**Run 1: the metal 1 layer**

Scale bar: 20 um.
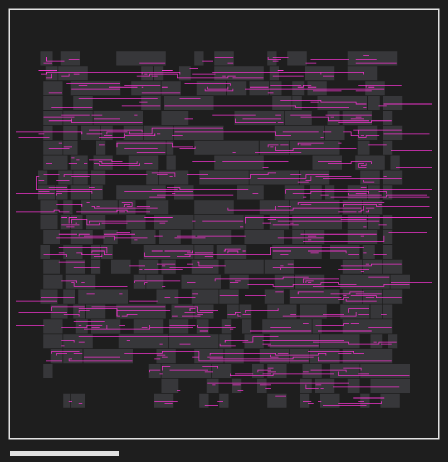
**Run 1: signal wires by layer**

Scale bar: 20 um. Only two layers are drawn.
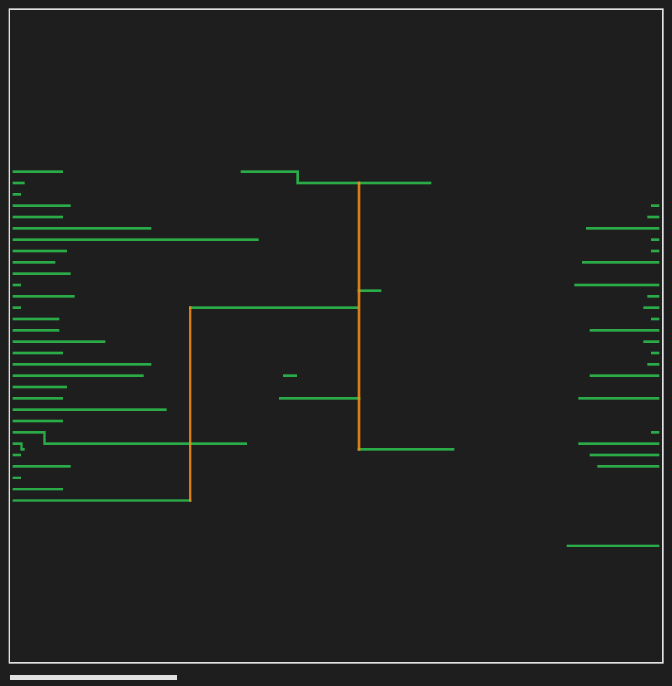
**Run 1: a small window of the routed layout**

Scale bar: 5 um. Region (49, 49) to (69, 69) um. Cells in grey, sequential cells in the stronger grey; small squares are vias.
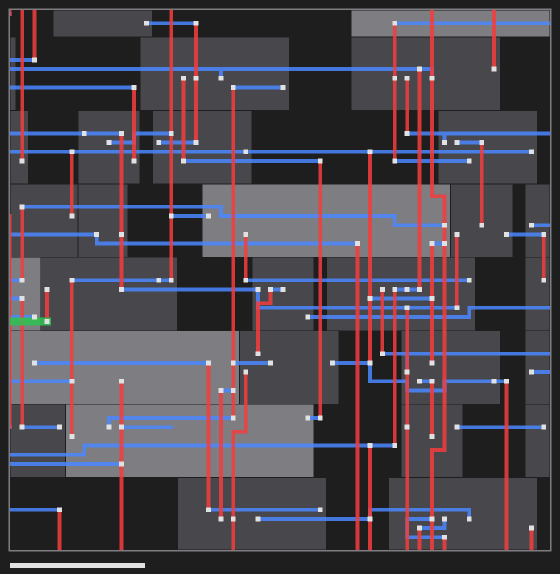
**Run 1: routing congestion map**

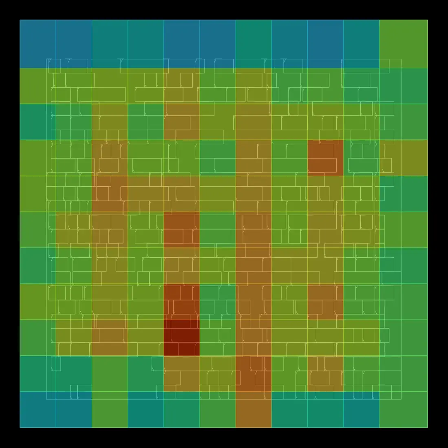
Design pipe_ctrl, sky130hd; sources not shown.
==> notes.md, run 1 <==
impl run done, here's what came out: Tool Warnings 28, worst reg-to-reg setup slack 0.42 ns, RePlAce Congestion 0.7081, y dimension of the die 78.21 um, Maximum Capacitance Violations 0, flip-flop count of the largest register after layout 32, input/output buffers 76, Post-CTS Setup Bufs 2, fill cell total of the finished layout 386, detailed placer's ending HPWL 3.334 mm, maximum clock skew at final layout 0.003774 ns, vias in the first global route 1630, compound-cell area share of the yosys netlist 0.01467, I/O pin cnt 78, count of nets after finishing 287, area share of xor/xnor cells in the synthesized design 0, share of synthesized cell area in full adder, half adder and majority cells 0, # placed instances 287, result of the run finished with violations, Logic power comb 874 uW, worst-case reg-to-reg path depth 4, top cell type by total area after synthesis dfrtp_1, First-pass DRT Iterations 3, number of flops mapped to enable cells by yosys 0, VDD IR max 0.4011 mV, post-layout worst setup margin -0.03940 ns, post-synthesis sequential area ratio 0.4034, summed standard-cell area reported by yosys 2047 sq um, insertion delay to the later sink of the worst-skew pair 0.28 ns, CTS root buf clkbuf_8, cell type taking the most area combinational gates, post-layout period usage 1.022, switching share of total power 0.2640, count of endpoints failing setup in the final report 4, wire length the detailed router placed on met1 2.282 mm, Starting DRT DRC Count 28, CTS clock-pin slew for the worst setup and hold paths 0.06 ns, sequential cell area in the final layout 825.8 sq um, area taken by multi-input logic gates 1127 sq um, number of antenna violations at the first check in global routing 0, amount of wire on met2 after detailed routing 2.065 mm, wire length of the first global-routing pass 8.066 mm, proportion of power drawn by flip-flops and latches 0.422, Worst Setup Slack post-DPL -0.6412 ns, MUX share of area 0.3875, DRT antenna net count 0, yosys warns 0, met3 routed WL 420 um, DRC 0, vias per inst 4.960, violations in the final reports setup timing, Critical Path Fanout Max 6, fraction of synthesis flops using an asynchronous set or reset pin 1.000, final cell count without fillers 301, CTS tree yes, Clock Power Share 0.225, combinational fraction of the cell area 0.3743, unrepaired setup endpoints after global routing true, count of flip-flops and latches 33, Buffers & Inverters on Critical Path 3
-- 'the metal 1 layer' (at the start) --
share of all routed wire: 47%
longest straight run: 34.0 um
Vias: 1493
global-route track usage on met1: 0.2178

-- 'signal wires by layer' (at the start) --
[green] M3 | wire length: 420 um
[orange] M4 | wire length: 55.1 um
post-DR wirelength/cell: 16.02 um
gr usage total: 0.1678

-- 'a small window of the routed layout' (at the start) --
[red] M2
[blue] M1
[green] M3
most frequent: mux2i_1 (5), mux2_4 (5), nor2b_1 (4)
sequential cells in the window: 3
cells with their middle in the window: 19

-- 'routing congestion map' (at the start) --
global routing met3 resource utilization: 0.07094
final core utilization: 0.6776
Most Crowded Layer GR: met2

==> run 2, diff against run 1 <==
CTS_CLUSTER_SIZE = 24   (was 8)
==> run 2 against run 1 <==
Effect of this change:
- the run still ends with setup timing left
- die size did not move
- combinational power about the same
- area after synthesis is the same
- non-clock buffer count is the same
- hold slack is the same
- utilization unchanged
- wire length stayed put
- synthesized cell count did not move
- count of clock-buffer cells in the layout is the same
- clock skew stayed put
- clock power is essentially flat
- cell count unchanged
==> notes.md, run 2 <==
impl run done, here's what came out: top cell type by total area after synthesis dfrtp_1, Starting DRT DRC Count 28 (unchanged), number of antenna violations at the first check in global routing 0 (unchanged), post-layout worst setup margin -0.03940 ns (unchanged), worst-case reg-to-reg path depth 4 (unchanged), First-pass DRT Iterations 3 (unchanged), unrepaired setup endpoints after global routing true, met3 routed WL 420 um (unchanged), Logic power comb 874 uW (about the same), VDD IR max 0.4011 mV (unchanged), violations in the final reports setup timing, vias in the first global route 1630 (unchanged), compound-cell area share of the yosys netlist 0.01467 (unchanged), yosys warns 0 (unchanged), amount of wire on met2 after detailed routing 2.065 mm (unchanged), Worst Setup Slack post-DPL -0.6412 ns (unchanged), flip-flop count of the largest register after layout 32 (unchanged), number of flops mapped to enable cells by yosys 0 (unchanged), CTS clock-pin slew for the worst setup and hold paths 0.06 ns (about the same), detailed placer's ending HPWL 3.334 mm (unchanged), # placed instances 287 (unchanged), count of endpoints failing setup in the final report 4 (unchanged), proportion of power drawn by flip-flops and latches 0.422 (about the same), result of the run finished with violations, global-route track usage on met1 0.2178 (unchanged), wire length of the first global-routing pass 8.066 mm (unchanged), count of nets after finishing 287 (unchanged), area share of xor/xnor cells in the synthesized design 0 (unchanged), Clock Power Share 0.225 (about the same), Post-CTS Setup Bufs 2 (unchanged), switching share of total power 0.2640 (unchanged), wire length the detailed router placed on met1 2.282 mm (unchanged), Maximum Capacitance Violations 0 (unchanged), global routing met3 resource utilization 0.07094 (unchanged), worst reg-to-reg setup slack 0.42 ns (about the same), vias per inst 4.960 (unchanged), Buffers & Inverters on Critical Path 3 (unchanged), input/output buffers 76 (unchanged), area taken by multi-input logic gates 1127 sq um (unchanged), final core utilization 0.6776 (unchanged), Tool Warnings 28 (unchanged), post-DR wirelength/cell 16.02 um (unchanged), DRC 0 (unchanged), MUX share of area 0.3875 (unchanged), share of synthesized cell area in full adder, half adder and majority cells 0 (unchanged), fill cell total of the finished layout 386 (unchanged)
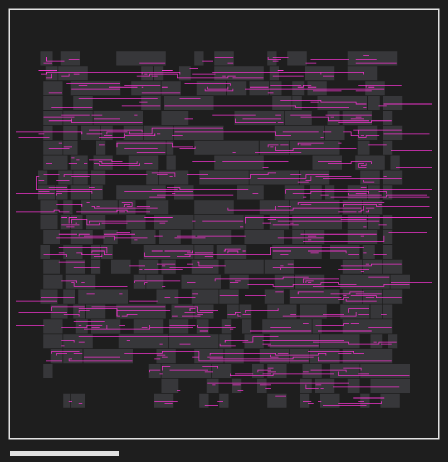
**Above:** run 2 (the metal 1 layer).
Scale bar: 20 um.
main direction: horizontal
longest straight run: 34.0 um
share of all routed wire: 47%
nets with wire on the layer: 249
wire length on this layer: 2280 um
total length of routed wires: 4.823 mm

No activity file was given, so power comes from the tool's default toggle rates.
